`src/rtl/mips_bus_arbiter.sv`:
```
// Two-port (fetch/data) to single-bus arbiter with an IDLE -> XFER -> ACK handshake.
// Define ARB_ROUND_ROBIN_EN for alternating conflict priority; otherwise the data port always wins.
module mips_bus_arbiter (
  input  logic        clk,
  input  logic        reset,
  input  logic        i_req,
  input  logic [31:0] i_addr,
  output logic        i_ack,
  output logic [31:0] i_rdata,
  input  logic        d_req,
  input  logic        d_we,
  input  logic [31:0] d_addr,
  input  logic [31:0] d_wdata,
  input  logic [3:0]  d_be,
  output logic        d_ack,
  output logic [31:0] d_rdata,
  output logic [31:0] address,
  output logic [31:0] writedata,
  output logic        read,
  output logic        write,
  output logic [3:0]  byteenable,
  input  logic        waitrequest,
  input  logic [31:0] readdata,
  output logic        busy
);

  localparam logic [1:0] ST_IDLE = 2'd0;
  localparam logic [1:0] ST_XFER = 2'd1;
  localparam logic [1:0] ST_ACK  = 2'd2;

  logic [1:0]  state_q, state_d;
  logic        read_q, read_d;
  logic        write_q, write_d;
  logic        i_ack_q, i_ack_d;
  logic        d_ack_q, d_ack_d;
  logic        busy_q, busy_d;
  logic        gnt_data_q, gnt_data_d;
  logic [31:0] addr_q, addr_d;
  logic [31:0] wdata_q, wdata_d;
  logic [3:0]  be_q, be_d;
  logic [31:0] i_rdata_q, i_rdata_d;
  logic [31:0] d_rdata_q, d_rdata_d;

  logic        data_first_s;
  logic        pick_data_s;
  logic        grant_s;

  assign grant_s     = (state_q == ST_IDLE) && (i_req || d_req);
  assign pick_data_s = d_req && (!i_req || data_first_s);

`ifdef ARB_ROUND_ROBIN_EN
  // ptr_q = 1 means the data port wins the next conflict; reset favours fetch.
  logic ptr_q, ptr_d;

  assign data_first_s = ptr_q;

  // Pointer next state: after any grant, favour the port that was not granted.
  always_comb begin
    ptr_d = ptr_q;
    if (grant_s) begin
      ptr_d = ~pick_data_s;
    end else begin
      ptr_d = ptr_q;
    end
  end

  // Priority pointer register.
  always_ff @(posedge clk or negedge reset) begin
    if (!reset) begin
      ptr_q <= 1'b0;
    end else begin
      ptr_q <= ptr_d;
    end
  end
`else
  assign data_first_s = 1'b1;
`endif

  // Transfer FSM next state and registered bus/requester outputs.
  always_comb begin
    state_d    = state_q;
    read_d     = read_q;
    write_d    = write_q;
    i_ack_d    = 1'b0;
    d_ack_d    = 1'b0;
    busy_d     = busy_q;
    gnt_data_d = gnt_data_q;
    addr_d     = addr_q;
    wdata_d    = wdata_q;
    be_d       = be_q;
    i_rdata_d  = i_rdata_q;
    d_rdata_d  = d_rdata_q;
    case (state_q)
      ST_IDLE: begin
        if (grant_s) begin
          state_d    = ST_XFER;
          busy_d     = 1'b1;
          gnt_data_d = pick_data_s;
          if (pick_data_s) begin
            addr_d  = d_addr;
            wdata_d = d_wdata;
            be_d    = d_be;
            write_d = d_we;
            read_d  = ~d_we;
          end else begin
            addr_d  = i_addr;
            be_d    = 4'b1111;
            write_d = 1'b0;
            read_d  = 1'b1;
          end
        end else begin
          state_d = ST_IDLE;
        end
      end
      ST_XFER: begin
        if (!waitrequest) begin
          state_d = ST_ACK;
          read_d  = 1'b0;
          write_d = 1'b0;
          if (gnt_data_q) begin
            d_ack_d = 1'b1;
            if (read_q) begin
              d_rdata_d = readdata;
            end else begin
              d_rdata_d = d_rdata_q;
            end
          end else begin
            i_ack_d   = 1'b1;
            i_rdata_d = readdata;
          end
        end else begin
          state_d = ST_XFER;
        end
      end
      ST_ACK: begin
        state_d = ST_IDLE;
        busy_d  = 1'b0;
      end
      default: begin
        state_d = ST_IDLE;
        read_d  = 1'b0;
        write_d = 1'b0;
        busy_d  = 1'b0;
      end
    endcase
  end

  // State and output registers; reset aborts any transfer in flight.
  always_ff @(posedge clk or negedge reset) begin
    if (!reset) begin
      state_q    <= ST_IDLE;
      read_q     <= 1'b0;
      write_q    <= 1'b0;
      i_ack_q    <= 1'b0;
      d_ack_q    <= 1'b0;
      busy_q     <= 1'b0;
      gnt_data_q <= 1'b0;
      addr_q     <= 32'h0000_0000;
      wdata_q    <= 32'h0000_0000;
      be_q       <= 4'b0000;
      i_rdata_q  <= 32'h0000_0000;
      d_rdata_q  <= 32'h0000_0000;
    end else begin
      state_q    <= state_d;
      read_q     <= read_d;
      write_q    <= write_d;
      i_ack_q    <= i_ack_d;
      d_ack_q    <= d_ack_d;
      busy_q     <= busy_d;
      gnt_data_q <= gnt_data_d;
      addr_q     <= addr_d;
      wdata_q    <= wdata_d;
      be_q       <= be_d;
      i_rdata_q  <= i_rdata_d;
      d_rdata_q  <= d_rdata_d;
    end
  end

  assign read       = read_q;
  assign write      = write_q;
  assign i_ack      = i_ack_q;
  assign d_ack      = d_ack_q;
  assign busy       = busy_q;
  assign address    = addr_q;
  assign writedata  = wdata_q;
  assign byteenable = be_q;
  assign i_rdata    = i_rdata_q;
  assign d_rdata    = d_rdata_q;

endmodule

```
`config.mk`:
```
export PLATFORM = sky130hd
export DESIGN_NAME = mips_bus_arbiter
export DESIGN_NICKNAME = d
export VERILOG_FILES = /design/src/rtl/mips_bus_arbiter.sv
export SDC_FILE = /design/constraint.sdc
export NUM_CORES = 1
export LEC_CHECK = 0
export CELL_PAD_IN_SITES_DETAIL_PLACEMENT = 0
export CELL_PAD_IN_SITES_GLOBAL_PLACEMENT = 1
export CORE_ASPECT_RATIO = 2
export CORE_MARGIN = 3
export CORE_UTILIZATION = 35
export DETAILED_ROUTE_END_ITERATION = 12
export GPL_TIMING_DRIVEN = 0
export PLACE_DENSITY_LB_ADDON = 0.1
export SLEW_MARGIN = 10
export SYNTH_ARGS = -nofsm -noshare
export SYNTH_HDL_FRONTEND = slang
export SYNTH_SLANG_ARGS = --single-unit
export TNS_END_PERCENT = 30
```
`constraint.sdc`:
```
create_clock -name clk -period 3.2 [get_ports clk]
set_input_delay 0.64 -clock clk [delete_from_list [all_inputs] [get_ports clk]]
set_output_delay 0.64 -clock clk [all_outputs]
set_load 0.01 [all_outputs]
```
**Cell density map**

The bar under the picture is 20 um long. 10 x 19 tiles, from dark purple (low) to yellow (high), 0 to 100% covered.
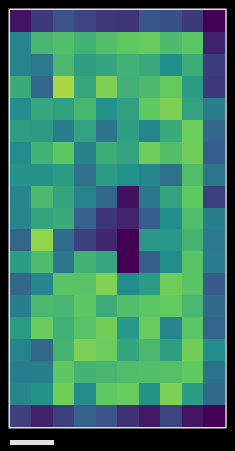
tiles over 75% full: 13%
emptiest ninth of the die: center
nearly empty tiles: 2.1%
Final Core Density: 59.5%
core area: 0.0159 mm^2
Floorplan Utilization: 36.2%

**Clock wiring as the flow saved it**

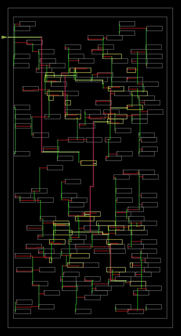
# clk buffers: 21
flop count: 140
Fin Clk Skew: 7.40 ps
clock-net power: 0.00231 W
clk_lat worst skew: 410 ps

**Wiring heat map**

19 x 37 tiles, from dark purple (low) to yellow (high), scaled to the fullest tile. Values are wire area over tile area, all layers added.
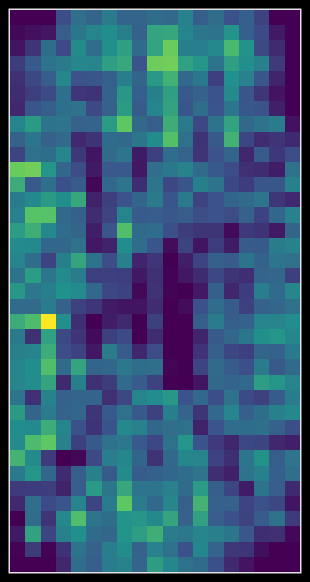
emptiest ninth of the die: center
mean over tiles: 0.14
fullest tile: 0.45
nearly empty tiles: 6.1%
tiles over half the peak: 11%
total number of vias: 4,028
WL/cell: 18.5 um

**Where the registers sit**

The bar under the picture is 20 um long. Other sequential cells in the stronger gray, the rest of the logic in the fainter gray.
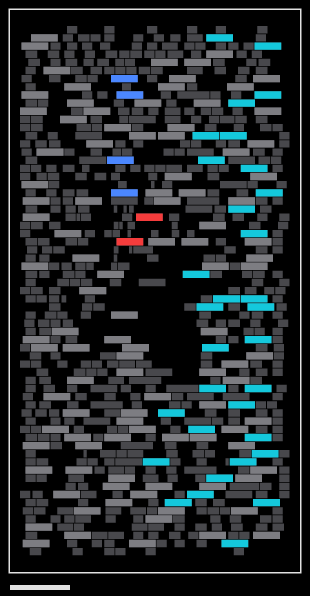
| netlist name | color | flops |
|---|---|---|
| `i_rdata` | cyan | 32 |
| `byteenable` | blue | 4 |
| `state_q` | red | 2 |
not colored: 102

==> Slide: Implementation Results <==
Key Metrics from the Run

Finish
  • Reg area: 0.00350 mm^2
  • Top cell excl fill/tap: clkdlybuf4s50_1
  • Comb. cell area: 0.00207 mm^2
  • Filler cell count: ~1.3k
  • Inverters: 1
  • Final instance area: roughly 0.0095 mm^2
  • Synth-to-Final Area Change: 64.5%

Worst setup path
  • Arr. time, crit path: between 2000 and 2500 ps
  • FF-to-FF Start: state_q[1]
  • Crit-path max FO: 10
  • Req. time, crit path: 3490 ps
  • Crit path cell chain: clkdlybuf4s50_1 -> buf_4 -> clkbuf_1 -> mux2_2 -> mux2_2
  • Worst path bufs/invs: 3
  • Crit path depth: 5
  • Critical path's top delay family: buffers and inverters

Floorplanning
  • Well Taps: approximately 200

Route
  • DRT iter0 DRCs: 68
  • Met2 WL: 9200 um
  • Detailed-route DRC error count: 0
  • Top sig layer: met4
  • Mean number of vias per cell: around 4.7

Job
  • Tool warning count: 26
  • # Max-Cap Violations: 0

Clock tree
  • Worst-path clk slew: approximately 60 ps

Run status
  • Status: finished, final reports clean

Logic synthesis
  • Max-area cell share: 60.8%
  • Xor/xnor share: 0%
  • MUX area fraction: 33.1%
  • Adders+Majority by Area: 0%
  • Ys cells: 343
  • Synth Net Count: 481

Timing
  • Slack of the critical path: 1090 ps
  • Worst Hold Margin: 216 ps
  • Peak Freq: 473 MHz

Power
  • Switch share: 28.0%

Global route
  • Antenna violations before repair: 0
  • Gr busiest metal: met2
Power is estimated from default activity; no workload was simulated.
